Figure 1. The metal 1 layer (run 1).
The bar under the picture is 20 um long. Supply wires on this layer in gray.
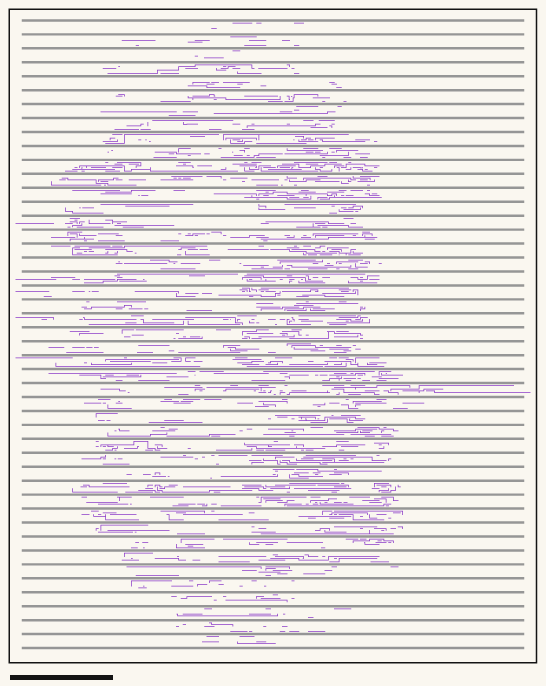
Figure 2. Met2 routing (run 1).
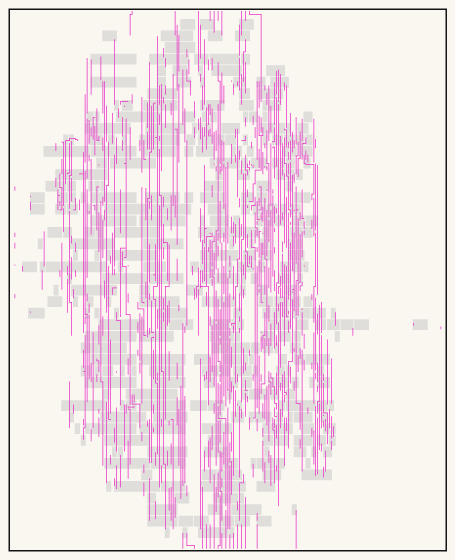
Figure 3. The metal 3 layer (run 1).
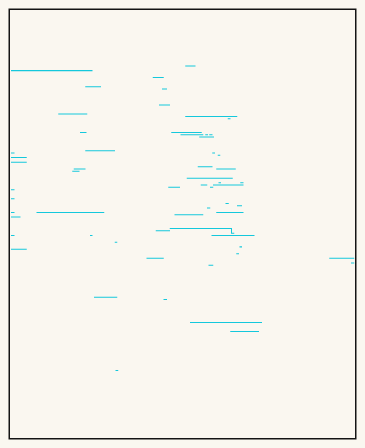
$ cat src/rtl/operational_pkg.sv
// Shared definitions for the microprogrammed datapath:
// ALU encodings, control-word layout and a field decoder.
package operational_pkg;

   localparam int CW_WIDTH = 17;

   localparam int ALU_OP_HI = 16;
   localparam int ALU_OP_LO = 14;
   localparam int SRC_A_HI  = 13;
   localparam int SRC_A_LO  = 12;
   localparam int SRC_B_HI  = 11;
   localparam int SRC_B_LO  = 10;
   localparam int B_IMM_BIT = 9;
   localparam int DST_HI    = 8;
   localparam int DST_LO    = 7;
   localparam int WE_BIT    = 6;
   localparam int FE_BIT    = 5;
   localparam int LOAD_BIT  = 4;
   localparam int STORE_BIT = 3;
   localparam int IMM_HI    = 2;
   localparam int IMM_LO    = 0;

   typedef enum logic [2:0] {
      ALU_PASS = 3'b000,
      ALU_ADD  = 3'b001,
      ALU_SUB  = 3'b010,
      ALU_AND  = 3'b011,
      ALU_OR   = 3'b100,
      ALU_XOR  = 3'b101,
      ALU_SHL  = 3'b110,
      ALU_SHR  = 3'b111
   } alu_op_t;

   typedef struct packed {
      alu_op_t    alu_op;
      logic [1:0] src_a;
      logic [1:0] src_b;
      logic       b_imm;
      logic [1:0] dst;
      logic       write_en;
      logic       flags_en;
      logic       load_input;
      logic       store_output;
      logic [2:0] imm;
   } ctrl_t;

   function automatic ctrl_t decode_cw(input logic [CW_WIDTH-1:0] cw);
      ctrl_t c;
      c.alu_op       = alu_op_t'(cw[ALU_OP_HI:ALU_OP_LO]);
      c.src_a        = cw[SRC_A_HI:SRC_A_LO];
      c.src_b        = cw[SRC_B_HI:SRC_B_LO];
      c.b_imm        = cw[B_IMM_BIT];
      c.dst          = cw[DST_HI:DST_LO];
      c.write_en     = cw[WE_BIT];
      c.flags_en     = cw[FE_BIT];
      c.load_input   = cw[LOAD_BIT];
      c.store_output = cw[STORE_BIT];
      c.imm          = cw[IMM_HI:IMM_LO];
      return c;
   endfunction

endpackage

$ cat src/rtl/operational_unit_alu.sv
// Combinational ALU: result, carry/borrow and zero
// for the eight datapath operations.
module alu
   import operational_pkg::*;
#(
   parameter int WIDTH = 8
) (
   input  logic [WIDTH-1:0] a,
   input  logic [WIDTH-1:0] b,
   input  alu_op_t          op,
   output logic [WIDTH-1:0] result,
   output logic             carry,
   output logic             zero
);

   logic [WIDTH:0] wide;

   always_comb begin
      result = '0;
      carry  = 1'b0;
      wide   = '0;
      unique case (op)
         ALU_PASS: result = b;
         ALU_ADD: begin
            wide   = {1'b0, a} + {1'b0, b};
            result = wide[WIDTH-1:0];
            carry  = wide[WIDTH];
         end
         ALU_SUB: begin
            // borrow appears as the extra top bit of the wide difference
            wide   = {1'b0, a} - {1'b0, b};
            result = wide[WIDTH-1:0];
            carry  = wide[WIDTH];
         end
         ALU_AND: result = a & b;
         ALU_OR:  result = a | b;
         ALU_XOR: result = a ^ b;
         ALU_SHL: begin
            result = {a[WIDTH-2:0], 1'b0};
            carry  = a[WIDTH-1];
         end
         ALU_SHR: begin
            result = {1'b0, a[WIDTH-1:1]};
            carry  = a[0];
         end
      endcase
   end

   assign zero = (result == '0);

endmodule

$ cat src/rtl/operational_unit.sv
// Datapath stage: register file, ALU, flags and output
// register driven by the control unit's microword.
module operational_unit
   import operational_pkg::*;
#(
   parameter int WIDTH = 8
) (
   input  logic                clock,
   input  logic                reset,
   input  logic [CW_WIDTH-1:0] control_bus,
   input  logic [WIDTH-1:0]    data_in,
   output logic [WIDTH-1:0]    data_out,
   output logic                out_valid,
   output logic                carry_flag,
   output logic                zero_flag
);

   ctrl_t            ctrl;
   logic [WIDTH-1:0] regs [4];
   logic [WIDTH-1:0] op_a;
   logic [WIDTH-1:0] op_b;
   logic [WIDTH-1:0] imm_ext;
   logic [WIDTH-1:0] alu_res;
   logic             alu_carry;
   logic             alu_zero;
   logic             reg_we;
   logic [WIDTH-1:0] reg_wdata;

   assign ctrl    = decode_cw(control_bus);
   assign imm_ext = {{(WIDTH-3){1'b0}}, ctrl.imm};
   assign op_a    = regs[ctrl.src_a];
   assign op_b    = ctrl.b_imm ? imm_ext : regs[ctrl.src_b];

   alu #(.WIDTH(WIDTH)) u_alu (
      .a      (op_a),
      .b      (op_b),
      .op     (ctrl.alu_op),
      .result (alu_res),
      .carry  (alu_carry),
      .zero   (alu_zero)
   );

   // external load takes priority over the ALU writeback
   assign reg_we    = ctrl.load_input | ctrl.write_en;
   assign reg_wdata = ctrl.load_input ? data_in : alu_res;

   always_ff @(posedge clock) begin
      if (!reset) begin
         for (int i = 0; i < 4; i++) regs[i] <= '0;
      end else if (reg_we) begin
         regs[ctrl.dst] <= reg_wdata;
      end
   end

   always_ff @(posedge clock) begin
      if (!reset) begin
         carry_flag <= 1'b0;
         zero_flag  <= 1'b0;
      end else if (ctrl.flags_en) begin
         carry_flag <= alu_carry;
         zero_flag  <= alu_zero;
      end
   end

   always_ff @(posedge clock) begin
      if (!reset) begin
         data_out  <= '0;
         out_valid <= 1'b0;
      end else begin
         out_valid <= ctrl.store_output;
         if (ctrl.store_output) data_out <= op_a;
      end
   end

endmodule

$ cat config.mk
export PLATFORM = sky130hd
export DESIGN_NAME = operational_unit
export DESIGN_NICKNAME = d
export VERILOG_FILES = /design/src/rtl/operational_pkg.sv /design/src/rtl/operational_unit_alu.sv /design/src/rtl/operational_unit.sv
export SDC_FILE = /design/constraint.sdc
export NUM_CORES = 1
export LEC_CHECK = 0
export CORE_ASPECT_RATIO = 1.25
export CORE_MARGIN = 2
export CORE_UTILIZATION = 30
export CTS_BUF_LIST = sky130_fd_sc_hd__clkbuf_4
export DETAILED_ROUTE_END_ITERATION = 10
export GPL_ROUTABILITY_DRIVEN = 0
export GPL_TIMING_DRIVEN = 0
export HOLD_SLACK_MARGIN = 0.1
export SLEW_MARGIN = 0
export SYNTH_ARGS = -nofsm -noshare
export SYNTH_HDL_FRONTEND = slang
export SYNTH_SLANG_ARGS = --single-unit
$ cat constraint.sdc
create_clock -name clock -period 5.63 [get_ports clock]
set_input_delay 1.689 -clock clock [delete_from_list [all_inputs] [get_ports clock]]
set_output_delay 1.689 -clock clock [all_outputs]
set_load 0.005 [all_outputs]
==> flow_summary.toml, run 1 <==
# yosys + openroad results
[final_layout]
comb_area_mm2 = 0.002221
comb_area_share_pct = 53.10
largest_register_ffs = 32
seqCellArea_mm2 = 0.001181
drive_gt1_share_pct = 8.873
fin_nets = 470
nClkBuffers = 7
fin_cells = 581
seq_area_share_pct = 28.24
comb_cells = 280
n_sequential_cell = 43
reg_top3 = "regs: 32 flops, data_out: 8 flops"
lay_top_cells = "nor2_1, inv_1, edfxtp_1"
num-nonclk-inverters = 32
antenna_cells = 0
n_all_buffers = 54

[critical_path]
crit_top_cell = "a211o_1"
start_kind = "input port"
crit_end = "regs[3][7]"
ff2ff_path_depth = 9
cpPeakStageDelay_ns = 0.66
rr_startpoint = "regs[3][1]"
worstPathArrival_ns = 5.42
critPathSlowestCell = "a2111oi_0"
path_buffers = 1
rrSetupSlack_ns = 1.52
critPathKind = "input port to register"

[global_route]
grt-busiest-layer = "met2"
grt_pass1_wl_um = 15310
antenna_found_initial = 0

[synthesis]
netlist_area_mm2 = 0.003640
fp_nets = 435
yosysChipArea_mm2 = 0.003640
ys_types = 66
ys_ff = 43
mux_share_pct = 15.50
synth.area.top_cells = "edfxtp_1, ha_1, mux4_2"
aoi_share_pct = 16.60
synth-edff-count = 32
synth-adder-area-share_pct = 9.694
yosys_cells = 381
ys_warn_count = 0
synthArstFlopShare_pct = 0
most_common_cell = "nor2_1"

[place]
place_ws_ns = 0.03952
place.port_buffers = 28
dp_hpwl_um = 7847
dp_cells = 573
place_area_mm2 = 0.004125

[min_path]
holdPathStages = 2
min_path_type = "register to register"

[sta]
tns_ns = 0
finalSetupViolCount = 0
hold_slack_ns = 0.5042
min_period_over_period_pct = 94.25
report.final.hold_viol_count = 0
layout_min_cycle_time_ns = 5.306
rsz0062_at_grt = "no"
relSlewSlack_pct = 48.93
worstMarginPinSlew_ns = 0.7447
clock.fmax_ghz = 0.1885
clock_skew_ns = 0.006428
setup_slack_ns = 0.3239

[power_and_ir_drop]
switching_share_pct = 33.85
combPwrFrac_pct = 36.9
peakVddDrop_v = 0.0001138
p_switching_uw = 283.5
powerClk_uw = 158
pg_comb_uw = 309
clkPwrFrac_pct = 18.8
leakage_uw = 0.001628
finalPower_uw = 837.6
power_density_mw_per_mm2 = 200.3
maxPowerGroup = "sequential cells"

[cts]
cts_resized = 0
post_cts_buffers = 0
clock-root-buffer = "clkbuf_4"
cts_tree = "built"
max-clock-path-buffers = 2
htreeDepth = 2
worstSkewPairLatency_ns = 0.36
clk_pin_slew_ns = 0.12

[status]
status = "completed"

[detailed_routing]
drtIter0Drc = 142
drc = 0
first_pass_iters = 4
vias_per_cell = 5.145
top_layer = "met4"
ant_nets = 0
wl_met1_um = 3804
met2_length_um = 5199
wl_met3_um = 281

[floorplan]
dieArea_mm2 = 0.01304
core_area_mm2 = 0.01199
num_rows = 45
pin_count = 38
tap_cells = 164
fp.dieW_um = 102.5

[flow_run]
warnings = 43
About Figure 1:
The wires run mostly horizontal. The layer carries 3800 um of wire. The longest straight run is 28.1 um. The layer holds 39% of the routed length. 432 nets have wire on it.
grt met1 use: 17.08%
Routed WL: 9681 um
vias: 2989

About Figure 2:
The wires run mostly vertical. The layer carries 5200 um of wire.
grt met2 use: 27.91%

About Figure 3:
The layer holds 2.9% of the routed length. The longest straight run is 23.9 um. 40 nets have wire on it.
met3 Usage GRT: 1.313%

==> run 2, diff against run 1 <==
--- a/config.mk
+++ b/config.mk
@@ -17,3 +17,4 @@
 export SYNTH_ARGS = -nofsm -noshare
 export SYNTH_HDL_FRONTEND = slang
 export SYNTH_SLANG_ARGS = --single-unit
+export TNS_END_PERCENT = 30
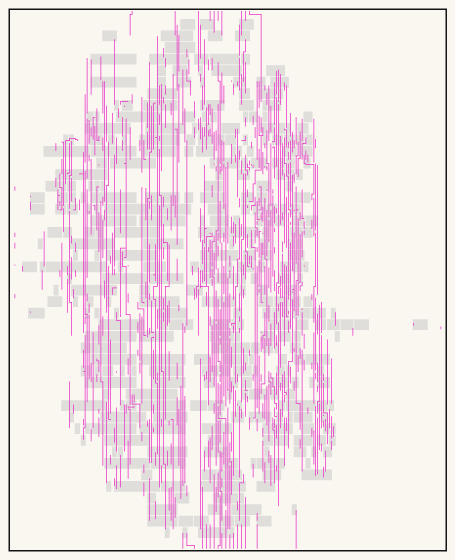
Figure 4: run 2, met2 routing.
The layer carries 5200 um of wire. The wires run mostly vertical. The layer holds 54% of the routed length. 382 nets have wire on it. The longest straight run is 66.3 um.

==> run 2 against run 1 <==
Effect of this change:
- clock power hardly changed
- sequential power about the same
- worst hold slack did not move
- worst setup slack is the same
- combinational power about the same
- first-iteration DRC count did not move
- total power unchanged
- critical endpoint unchanged
- highest routed layer unchanged
==> flow_summary.toml, run 2 <==
# yosys + openroad results
[sta]
finalSetupViolCount = 0
clock.fmax_ghz = 0.1885
report.final.hold_viol_count = 0
tns_ns = 0
min_period_over_period_pct = 94.25
rsz0062_at_grt = "no"
worstMarginPinSlew_ns = 0.7447
hold_slack_ns = 0.5042
setup_slack_ns = 0.3239
relSlewSlack_pct = 48.93
clock_skew_ns = 0.006428
layout_min_cycle_time_ns = 5.306

[critical_path]
worstPathArrival_ns = 5.42
crit_top_cell = "a211o_1"
start_kind = "input port"
rr_startpoint = "regs[3][1]"
ff2ff_path_depth = 9
worstPathMaxFanout = 8
cp-startpoint = "control_bus[11]"
cpPeakStageDelay_ns = 0.66
endpoint_kind = "register"
critPathSlowestCell = "a2111oi_0"
path_buffers = 1
cp.depth = 10
critPathKind = "input port to register"
crit_end = "regs[3][7]"
rrSetupSlack_ns = 1.52
crit_path_cell_trace = "clkbuf_1 > mux4_2 > mux2i_1 > ha_1 > a211o_1 > a2111oi_0 > o41ai_1 > a211oi_1 > a211o_1 > a21oi_1"
cp_top_family = "AND-OR/OR-AND gates"

[synthesis]
yosysChipArea_mm2 = 0.003640
fp_nets = 435
ys_seq_share_pct = 32.45
netlist_area_mm2 = 0.003640
aoi_share_pct = 16.60
ys_ff = 43
mux_share_pct = 15.50
synth.area.top_cells = "edfxtp_1, ha_1, mux4_2"
yosysTopAreaCell = "edfxtp_1"
ys_types = 66
synth-edff-count = 32
top_cells_by_count = "nor2_1, edfxtp_1, inv_1"
most_common_cell = "nor2_1"
synthArstFlopShare_pct = 0
syn_avg_cell_area_um2 = 9.553
yosys_cells = 381
synth-adder-area-share_pct = 9.694
ys_warn_count = 0

[place]
place_area_mm2 = 0.004125
place_ws_ns = 0.03952
place.port_buffers = 28
dp_cells = 573
dp_hpwl_um = 7847

[floorplan]
num_rows = 45
dieArea_mm2 = 0.01304
core_area_mm2 = 0.01199
fp.dieW_um = 102.5
die_h_um = 127.2
fp_util_pct = 30.35
pin_count = 38
tap_cells = 164

[detailed_routing]
drt-total-wl_um = 9681
vias = 2989
wl_met1_um = 3804
drtIter0Drc = 142
ant_nets = 0
drc = 0
wl_met3_um = 281
met2_length_um = 5199
top_layer = "met4"
vias_per_cell = 5.145
first_pass_iters = 4

[power_and_ir_drop]
power_density_mw_per_mm2 = 200.3
switching_share_pct = 33.85
clkPwrFrac_pct = 18.8
finalPower_uw = 837.6
pg_comb_uw = 309
powerClk_uw = 158
peakVddDrop_v = 0.0001138
p_int_uw = 554.1
combPwrFrac_pct = 36.9
maxPowerGroup = "sequential cells"
leakage_uw = 0.001628
p_switching_uw = 283.5

[status]
status = "completed"

[final_layout]
n_sequential_cell = 43
drive_gt1_share_pct = 8.873
clock_area_share_pct = 1.376
fin_cells = 581
lay_top_cells = "nor2_1, inv_1, edfxtp_1"
comb_area_share_pct = 53.10
area_growth_pct = 14.92
antenna_cells = 0
seq_area_share_pct = 28.24
fin_nets = 470
fillerInstances = 1229
seqCellArea_mm2 = 0.001181
bufAreaShareNonClock_pct = 9.512
num-nonclk-inverters = 32
layout_top_cell = "nor2_1"
comb_cells = 280
postLayoutCellArea_mm2 = 0.004183
regMostFlops = "regs"
reg_top3 = "regs: 32 flops, data_out: 8 flops"
n_all_buffers = 54
largest_register_ffs = 32
nClkBuffers = 7
comb_area_mm2 = 0.002221

[cts]
htreeDepth = 2
worstSkewPairLatency_ns = 0.36
clock-root-buffer = "clkbuf_4"
cts_sinks = 43
max-clock-path-buffers = 2
cts_tree = "built"
clk_pin_slew_ns = 0.12
post_cts_buffers = 0
hold_buffers = 0
cts_resized = 0

[min_path]
holdPathStages = 2
worstHoldStart = "zero_flag"
min_to = "zero_flag"
min_path_type = "register to register"

[flow_run]
warnings = 43
cap_viol_max_count = 0

[global_route]
grt_overflow = 0
met3_usage_pct = 1.313
antenna_found_initial = 0
grt_util_all_layers_pct = 15.23
grt_util_met2_pct = 27.91
grt-busiest-layer = "met2"
grt_pass1_wl_um = 15310
grt.met1_usage_pct = 17.08
==> run 3, diff against run 2 <==
--- a/config.mk
+++ b/config.mk
@@ -13,6 +13,7 @@
 export GPL_ROUTABILITY_DRIVEN = 0
 export GPL_TIMING_DRIVEN = 0
 export HOLD_SLACK_MARGIN = 0.1
+export SKIP_CTS_REPAIR_TIMING = 1
 export SLEW_MARGIN = 0
 export SYNTH_ARGS = -nofsm -noshare
 export SYNTH_HDL_FRONTEND = slang
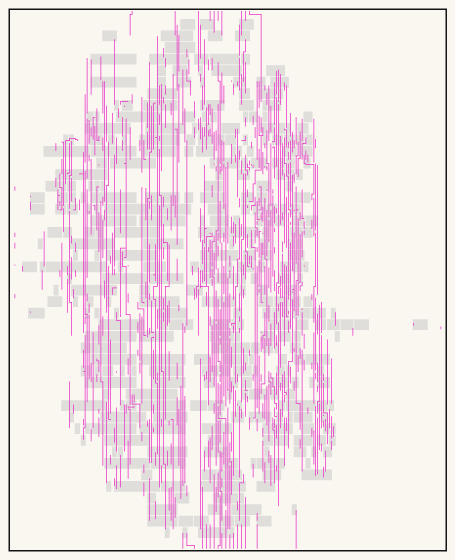
Figure 5: run 3, met2 routing.
382 nets have wire on it. The wires run mostly vertical. The longest straight run is 66.3 um. The layer carries 5200 um of wire.

==> run 3 against run 2 <==
Effect of this change:
- critical path depth unchanged
- sequential power about the same
- sequential share of layout area unchanged
- clock-buffer cell count unchanged
- worst hold slack unchanged
- non-clock buffer count unchanged
- critical path type unchanged
- largest cell class unchanged
- largest power group unchanged
- highest routed layer unchanged
==> flow_summary.toml, run 3 <==
# yosys + openroad results
[status]
status = "completed"

[global_route]
grt_pass1_wl_um = 15310
grt_overflow = 0
grt.met1_usage_pct = 17.08
met3_usage_pct = 1.313
antenna_found_initial = 0
grt-busiest-layer = "met2"
grt_util_all_layers_pct = 15.23

[synthesis]
fp_nets = 435
ys_warn_count = 0
synth-edff-count = 32
yosysChipArea_mm2 = 0.003640
synth-adder-area-share_pct = 9.694
mux_share_pct = 15.50
syn_avg_cell_area_um2 = 9.553
aoi_share_pct = 16.60
ys_seq_share_pct = 32.45
netlist_area_mm2 = 0.003640
yosys_cells = 381
ys_ff = 43
synthArstFlopShare_pct = 0
top_cells_by_count = "nor2_1, edfxtp_1, inv_1"
synth.area.top_cells = "edfxtp_1, ha_1, mux4_2"
most_common_cell = "nor2_1"

[final_layout]
postLayoutCellArea_mm2 = 0.004183
drive_gt1_share_pct = 8.873
seqCellArea_mm2 = 0.001181
fin_cells = 581
layout_top_cell = "nor2_1"
num-nonclk-inverters = 32
seq_area_share_pct = 28.24
area_growth_pct = 14.92
comb_area_mm2 = 0.002221
antenna_cells = 0
fillerInstances = 1229
n_all_buffers = 54
fin_nets = 470
regMostFlops = "regs"
lay_top_cells = "nor2_1, inv_1, edfxtp_1"
comb_cells = 280
clock_area_share_pct = 1.376
largest_register_ffs = 32
n_sequential_cell = 43
reg_top3 = "regs: 32 flops, data_out: 8 flops"
comb_area_share_pct = 53.10
nClkBuffers = 7

[critical_path]
cp.depth = 10
worstPathMaxFanout = 8
crit_path_cell_trace = "clkbuf_1 > mux4_2 > mux2i_1 > ha_1 > a211o_1 > a2111oi_0 > o41ai_1 > a211oi_1 > a211o_1 > a21oi_1"
rrSetupSlack_ns = 1.52
path_buffers = 1
cpPeakStageDelay_ns = 0.66
cp-startpoint = "control_bus[11]"
critPathKind = "input port to register"
start_kind = "input port"
crit_top_cell = "a211o_1"
endpoint_kind = "register"
worstPathArrival_ns = 5.42
ff2ff_path_depth = 9

[power_and_ir_drop]
combPwrFrac_pct = 36.9
switching_share_pct = 33.85
maxPowerGroup = "sequential cells"
p_switching_uw = 283.5
powerClk_uw = 158
clkPwrFrac_pct = 18.8
finalPower_uw = 837.6
power_density_mw_per_mm2 = 200.3
p_int_uw = 554.1
pg_comb_uw = 309
leakage_uw = 0.001628
peakVddDrop_v = 0.0001138

[detailed_routing]
top_layer = "met4"
met2_length_um = 5199
ant_nets = 0
first_pass_iters = 4
drt-total-wl_um = 9681
vias_per_cell = 5.145
wl_met1_um = 3804
drc = 0
wl_met3_um = 281

[sta]
report.final.hold_viol_count = 0
hold_slack_ns = 0.5042
worstMarginPinSlew_ns = 0.7447
tns_ns = 0
finalSetupViolCount = 0
setup_slack_ns = 0.3239
layout_min_cycle_time_ns = 5.306
clock_skew_ns = 0.006428
relSlewSlack_pct = 48.93
rsz0062_at_grt = "no"
min_period_over_period_pct = 94.25
clock.fmax_ghz = 0.1885

[floorplan]
fp_util_pct = 30.35
core_area_mm2 = 0.01199
tap_cells = 164
num_rows = 45
fp.dieW_um = 102.5
dieArea_mm2 = 0.01304
die_h_um = 127.2
pin_count = 38

[place]
dp_cells = 573
place_ws_ns = 0.03952
dp_hpwl_um = 7847
place_area_mm2 = 0.004125
place.port_buffers = 28

[cts]
clock-root-buffer = "clkbuf_4"
max-clock-path-buffers = 2
cts_tree = "built"
worstSkewPairLatency_ns = 0.36
cts_sinks = 43
htreeDepth = 2
clk_pin_slew_ns = 0.12

[flow_run]
warnings = 43

[min_path]
min_path_type = "register to register"
worstHoldStart = "zero_flag"
holdPathStages = 2
min_to = "zero_flag"
Power figures rest on the tool's default switching activity, not on a simulated workload.
